### src/rtl/hazard_unit.sv
// hazard_unit: pipeline hazard controller.
// Produces stall, bubble and flush controls for the memory-wait,
// redirect-flush and load-use hazards, in that priority order.
// It also keeps a saturating stall-cycle counter and a wrapping flush counter.
module hazard_unit (
  input  logic        i_clk,
  input  logic        i_rst,
  input  logic [4:0]  i_id_rs1,
  input  logic [4:0]  i_id_rs2,
  input  logic        i_id_uses_rs1,
  input  logic        i_id_uses_rs2,
  input  logic [4:0]  i_ex_rd,
  input  logic        i_ex_mem_read,
  input  logic        i_ex_reg_write,
  input  logic        i_ex_redirect,
  input  logic        i_dmem_req,
  input  logic        i_dmem_ready,
  output logic        o_stall_front,
  output logic        o_stall_back,
  output logic        o_bubble_id_ex,
  output logic        o_flush_if_id,
  output logic [15:0] o_stall_cycles,
  output logic [7:0]  o_flush_count
);

  typedef enum logic [0:0] {
    RUN      = 1'b0,
    MEM_WAIT = 1'b1
  } state_e;

  state_e      state_q, state_d;
  logic        pending_q, pending_d;
  logic [15:0] stall_cnt_q, stall_cnt_d;
  logic [7:0]  flush_cnt_q, flush_cnt_d;

  logic        mem_wait_s;
  logic        rs1_hit_s;
  logic        rs2_hit_s;
  logic        load_use_s;
  logic        do_flush_s;

  // Hazard detection terms.
  // A redirect that arrives during a memory wait is deferred via pending_q.
  always_comb begin
    mem_wait_s = i_dmem_req & ~i_dmem_ready;
    rs1_hit_s  = i_id_uses_rs1 & (i_id_rs1 == i_ex_rd);
    rs2_hit_s  = i_id_uses_rs2 & (i_id_rs2 == i_ex_rd);
    // x0 is hardwired to zero, so a load targeting it never creates a dependency.
    load_use_s = i_ex_mem_read & i_ex_reg_write & (i_ex_rd != 5'd0) & (rs1_hit_s | rs2_hit_s);
    do_flush_s = ~mem_wait_s & (i_ex_redirect | pending_q);
  end

  // Control outputs.
  // Priority order is reset, then mem_wait, then flush, then load-use.
  always_comb begin
    o_stall_front  = 1'b0;
    o_stall_back   = 1'b0;
    o_bubble_id_ex = 1'b0;
    o_flush_if_id  = 1'b0;
    if (i_rst) begin
      o_stall_front  = 1'b0;
      o_stall_back   = 1'b0;
      o_bubble_id_ex = 1'b0;
      o_flush_if_id  = 1'b0;
    end else if (mem_wait_s) begin
      o_stall_front  = 1'b1;
      o_stall_back   = 1'b1;
    end else if (do_flush_s) begin
      // The flush squashes the dependent instruction, so any load-use is moot.
      o_flush_if_id  = 1'b1;
      o_bubble_id_ex = 1'b1;
    end else if (load_use_s) begin
      o_stall_front  = 1'b1;
      o_bubble_id_ex = 1'b1;
    end else begin
      o_stall_front  = 1'b0;
      o_stall_back   = 1'b0;
      o_bubble_id_ex = 1'b0;
      o_flush_if_id  = 1'b0;
    end
  end

  // Next-state logic: wait-state tracking, deferred redirect, and counters.
  always_comb begin
    state_d     = state_q;
    pending_d   = pending_q;
    stall_cnt_d = stall_cnt_q;
    flush_cnt_d = flush_cnt_q;

    case (state_q)
      RUN:      state_d = mem_wait_s ? MEM_WAIT : RUN;
      MEM_WAIT: state_d = mem_wait_s ? MEM_WAIT : RUN;
      default:  state_d = RUN;
    endcase

    // A redirect seen while pending is already set merges into the same flush.
    if (do_flush_s) begin
      pending_d = 1'b0;
    end else if (i_ex_redirect & mem_wait_s) begin
      pending_d = 1'b1;
    end else begin
      pending_d = pending_q;
    end

    if (o_stall_front && (stall_cnt_q != 16'hFFFF)) begin
      stall_cnt_d = stall_cnt_q + 16'd1;
    end else begin
      stall_cnt_d = stall_cnt_q;
    end

    if (do_flush_s) begin
      flush_cnt_d = flush_cnt_q + 8'd1;
    end else begin
      flush_cnt_d = flush_cnt_q;
    end
  end

  // State register with synchronous reset.
  // Reset discards any deferred redirect.
  always_ff @(posedge i_clk) begin
    if (i_rst) begin
      state_q     <= RUN;
      pending_q   <= 1'b0;
      stall_cnt_q <= 16'h0000;
      flush_cnt_q <= 8'h00;
    end else begin
      state_q     <= state_d;
      pending_q   <= pending_d;
      stall_cnt_q <= stall_cnt_d;
      flush_cnt_q <= flush_cnt_d;
    end
  end

  assign o_stall_cycles = stall_cnt_q;
  assign o_flush_count  = flush_cnt_q;

endmodule

### config.mk
export PLATFORM = sky130hd
export DESIGN_NAME = hazard_unit
export DESIGN_NICKNAME = d
export VERILOG_FILES = /design/src/rtl/hazard_unit.sv
export SDC_FILE = /design/constraint.sdc
export NUM_CORES = 1
export LEC_CHECK = 0
export CAP_MARGIN = 0
export CELL_PAD_IN_SITES_DETAIL_PLACEMENT = 2
export CELL_PAD_IN_SITES_GLOBAL_PLACEMENT = 2
export CORE_MARGIN = 2
export CORE_UTILIZATION = 26
export DETAILED_ROUTE_END_ITERATION = 8
export MAX_ROUTING_LAYER = met4
export PLACE_DENSITY_LB_ADDON = 0.3
export REMOVE_ABC_BUFFERS = 1
export SETUP_SLACK_MARGIN = 0.2
export SKIP_CTS_REPAIR_TIMING = 1
export SLEW_MARGIN = 20
export SYNTH_ARGS = -nofsm -noshare
export SYNTH_HDL_FRONTEND = slang
export SYNTH_SLANG_ARGS = --single-unit
### constraint.sdc
create_clock -name i_clk -period 5.2 [get_ports i_clk]
set_input_delay 0.52 -clock i_clk [delete_from_list [all_inputs] [get_ports i_clk]]
set_output_delay 0.52 -clock i_clk [all_outputs]
set_load 0.005 [all_outputs]
==> datasheet_impl.txt, run 1 <==
Physical implementation characteristics

Parameter                              Value

STA
  Number of max-slew violations in the final report    0
  RSZ-0062 raised after global routing    no
  Actual slew at the worst max-slew pin    1.06 ns
  Upper clock frequency limit    0.329 GHz
  Final Hold Violation Tally    0
  Final TNS setup    0 ns

Clock tree
  Clock tree from TritonCTS    done
  Clock-pin slew reported for the worst setup and hold paths after clock tree synthesis    0.08 ns
  Number of sinks on the clock net    25
  Buffer type at the clock tree root    sky130_fd_sc_hd__clkbuf_8
  Num CTS Buffers    3
  CTS H-tree lvls    1

Detailed routing
  Post-route antenna net violation count    0
  Top routing layer used    met4
  WL/cell    15.8 um
  Routed length on met2    2.34 mm
  Post-Route WL    4.44 mm
  Number of optimization iterations in the first detailed-route pass    4
  Length of routed met3 wiring    143 um
  Average via count per standard cell    5.05
  Number of remaining DRC errors    0

Final layout
  Antenna cells    0
  Final design area excluding fillers    1960 um^2
  Top cell category    combinational gates
  Signal buffers share of area    0.264
  Multi-input combinational cell area    796 um^2
  Proportion of layout cells with a drive suffix above 1    0.0474
  Clock buf/inv share    0.0230
  Total of fill cells in the finished design    591
  Largest register FFs    16

Placed design
  Total instance count after detailed placement    277
  RD Place Congestion    0.762
  Count of port buffers added during placement    51

Worst hold path
  Worst min-delay path endpoint    pending_q$_SDFFE_PP0P_
  Class of the worst hold path    flip-flop to flip-flop

Setup path
  Most Frequent Cell on Critical Path    sky130_fd_sc_hd__inv_1
  Slowest cell on the critical path    sky130_fd_sc_hd__clkdlybuf4s50_1
  Crit path required time    4.68 ns
  Critical Path Fanout Max    12
  Type of element capturing the critical path    output port
  Critical path buffers and inverters    5
  Cell count of the worst reg-to-reg path    7
  Cell chain of the critical path    clkdlybuf4s50_1 -> inv_1 -> nand2_1 -> inv_1 -> a31oi_1 -> inv_1 -> clkdlybuf4s50_1
  Delay of the slowest cell on the worst path    0.78 ns
  Crit path to    o_stall_front
  Worst path depth    7
  Reg-to-Reg Start    o_stall_cycles[0]$_SDFFE_PP0P_
  Cell family with most CP delay    buffers and inverters

Global routing
  GR met1 Demand/Resource    0.181
  Met2 track utilization from global routing    0.300
  Gr busiest metal    met2
  Congestion Overflow GR    0
  Initial antenna violation count    0
  Via count of the first global-routing pass    1500
  GRT Total Usage    0.162
  Wire length of the first global-routing pass    7.50 mm

Synth
  Avg Synthesized Cell Area    8.38 um^2
  Synth Cell Area    1350 um^2
  Fa+ha+maj area frac    0.0186
  And+or+nand+nor area frac    0.281
  Area share of xor/xnor cells in the synthesized design    0.117
  Chip area line of the yosys report    1350 um^2
  Distinct cell type count of the synthesized netlist    36
  Mux cell area share    0.00742
  Synthesized instance count    161
  Part of the Yosys area used for sequential elements    0.371
  Async set or reset register ratio after synthesis    0
  Post-synth top area share    0.371
  Largest combinational cell category by area    simple AND/OR/NAND/NOR gates
  Library cell with the largest summed area after synthesis    sky130_fd_sc_hd__dfxtp_1
  Most frequent cells after synthesis    sky130_fd_sc_hd__dfxtp_1, sky130_fd_sc_hd__nor2_1, sky130_fd_sc_hd__a21oi_1, sky130_fd_sc_hd__xnor2_1
  AND-OR/OR-AND Cells, Area Fraction    0.166

Pwr
  Standby leakage power    0.646 nW
  Sequential Power Share    0.535
  Reported net switching power    0.0858 mW
  Int Pwr    0.282 mW
  Share of total power consumed by net switching    0.233
  Fraction of power consumed by combinational cells    0.157
  Largest power group    registers

Die
  DIE AREA    5780 um^2
  Placeable core area    5040 um^2
  Die X-Extent    76.0 um
  Starting density of the core    0.267
  I/O pin total    52

Run
  Max-cap violations    0

Outcome
  Outcome    finished clean
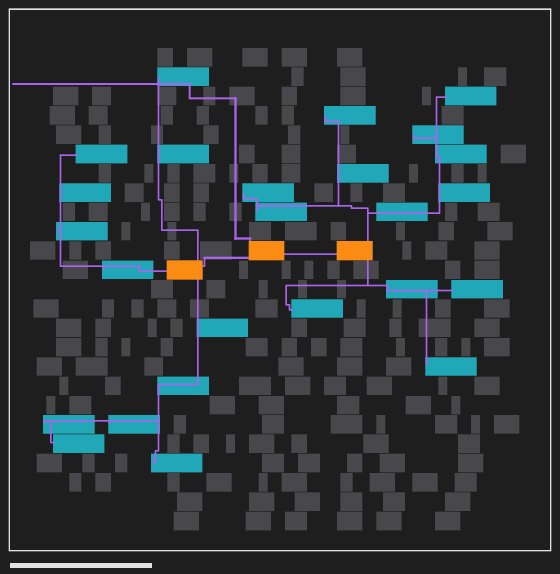
**Above:** run 1 (clock wires, drivers and flops).
Bar = 20 um.
[clock-net drivers] orange | count: 3
[flip-flops] cyan | count: 25
[clock wires] purple | length: 324 um
routed clock nets: 4
clock network power: 0.113 mW
clock skew after layout: 0.000759 ns
clock latency of the later-clocked register in the worst-skew pair: 0.26 ns
Clk pwr share: 0.307

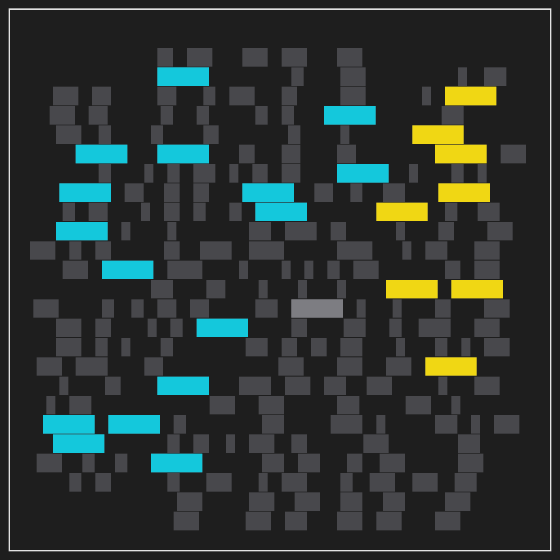
**Above:** run 1 (where the registers sit).
Other sequential cells in the stronger gray, the rest of the logic in the fainter gray.
[`o_stall_cycles`] cyan | placed flops: 16
[`o_flush_count`] yellow | placed flops: 8
Util after Layout: 0.389
flop share of the area: 0.255
Sequential Power: 0.197 mW
Storage cell area: 500 um^2

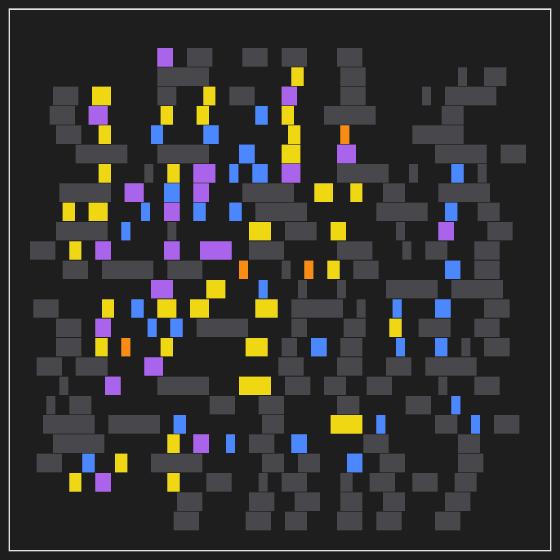
**Above:** run 1 (selected gate families).
[nand cells] blue | cells: 31
[aoi and oai cells] yellow | cells: 34 | most used: a21oi_1
[and/or cells] purple | cells: 19 | most used: or3_1
[inv cells] orange | cells: 4 | most used: inv_1 | where: center
final instance count without filler cells: 281
logic share of the area: 0.406
most common library cell in the layout ignoring fill and taps: sky130_fd_sc_hd__clkdlybuf4s50_1

--- run 2 (diff from run 1) ---
- CORE_UTILIZATION: 26 -> 24
- clock period: 5.2 -> 3.2 ns (I/O delays scaled with it)
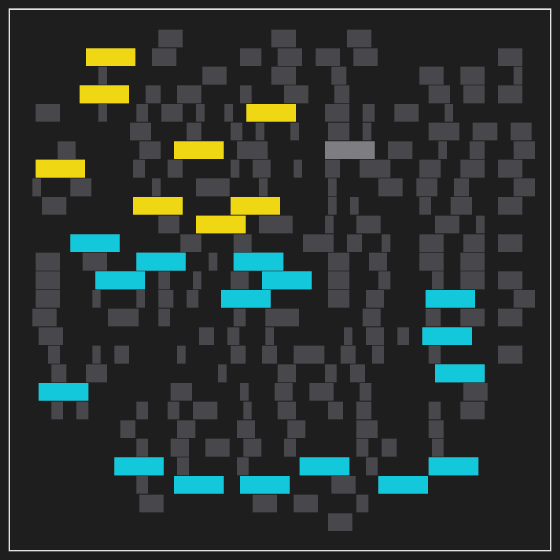
**Above:** run 2 (where the registers sit).
Other sequential cells in the stronger gray, the rest of the logic in the fainter gray.
[`o_stall_cycles`] cyan | placed flops: 16
[`o_flush_count`] yellow | placed flops: 8
Sequential Power: 0.320 mW
flop share of the area: 0.252
Util after Layout: 0.363

==> datasheet_impl.txt, run 2 <==
Physical implementation characteristics

Parameter                              Value

Pwr
  Clk pwr share    0.315 (+0.008)
  Sequential Power Share    0.527 (-0.008)
  Largest power group    registers
  Int Pwr    0.460 mW (+63%)

Final layout
  Proportion of layout cells with a drive suffix above 1    0.0607 (+0.0134)
  Logic share of the area    0.401 (-0.00511)
  Most common library cell in the layout ignoring fill and taps    sky130_fd_sc_hd__clkdlybuf4s50_1
  Final design area excluding fillers    1990 um^2 (+1.3%)
  Clock buf/inv share    0.0227 (-0.000289)

Global routing
  GRT Total Usage    0.143 (-0.0187)
  Via count of the first global-routing pass    1417 (-5.5%)
  Gr busiest metal    met2
  Wire length of the first global-routing pass    6.91 mm (-7.8%)
  Congestion Overflow GR    0 (unchanged)
  Met2 track utilization from global routing    0.252 (-0.0483)

Synth
  And+or+nand+nor area frac    0.281 (unchanged)
  Synthesized instance count    161 (unchanged)
  Most frequent cells after synthesis    sky130_fd_sc_hd__dfxtp_1, sky130_fd_sc_hd__nor2_1, sky130_fd_sc_hd__a21oi_1, sky130_fd_sc_hd__xnor2_1
  Chip area line of the yosys report    1350 um^2 (unchanged)
  Largest combinational cell category by area    simple AND/OR/NAND/NOR gates
  Area share of xor/xnor cells in the synthesized design    0.117 (unchanged)
  Mux cell area share    0.00742 (unchanged)
  Synth Cell Area    1350 um^2 (unchanged)
  Post-synth top area share    0.371 (unchanged)
  Distinct cell type count of the synthesized netlist    36 (unchanged)

Setup path
  Critical Path Fanout Max    5 (-7)
  Type of element capturing the critical path    output port
  Cell family with most CP delay    buffers and inverters
  Most Frequent Cell on Critical Path    sky130_fd_sc_hd__clkdlybuf4s50_1
  Delay of the slowest cell on the worst path    0.56 ns (-0.22 ns)
  Critical path buffers and inverters    3 (-2)
  Cell count of the worst reg-to-reg path    8 (+1)
  Cell chain of the critical path    clkdlybuf4s50_1 -> xnor2_1 -> nand4_1 -> o22ai_2 -> a31oi_1 -> inv_1 -> clkdlybuf4s50_1
  Worst path depth    7 (unchanged)
  Slowest cell on the critical path    sky130_fd_sc_hd__clkdlybuf4s50_1
  Reg-to-Reg Start    o_stall_cycles[0]$_SDFFE_PP0P_

Run
  Max-cap violations    0 (unchanged)

Clock tree
  Clock tree from TritonCTS    done
  Clock-pin slew reported for the worst setup and hold paths after clock tree synthesis    0.09 ns (about the same)
  Buffer type at the clock tree root    sky130_fd_sc_hd__clkbuf_8

Detailed routing
  Number of optimization iterations in the first detailed-route pass    4 (unchanged)
  Post-Route WL    4.28 mm (-3.7%)
  Post-route antenna net violation count    0 (unchanged)

Die
  Placeable core area    5470 um^2 (+8.5%)
  I/O pin total    52 (unchanged)
  Die X-Extent    79.0 um (+3.9%)

STA
  Number of max-slew violations in the final report    0 (unchanged)
  RSZ-0062 raised after global routing    no

Worst hold path
  Class of the worst hold path    flip-flop to flip-flop

Outcome
  Outcome    finished clean
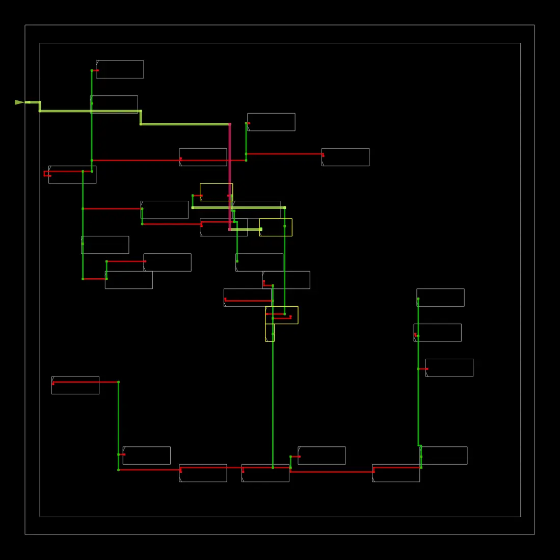
**Above:** run 2 (clock routing).
clock network power: 0.191 mW
clock latency of the later-clocked register in the worst-skew pair: 0.27 ns

Power figures rest on the tool's default switching activity, not on a simulated workload.
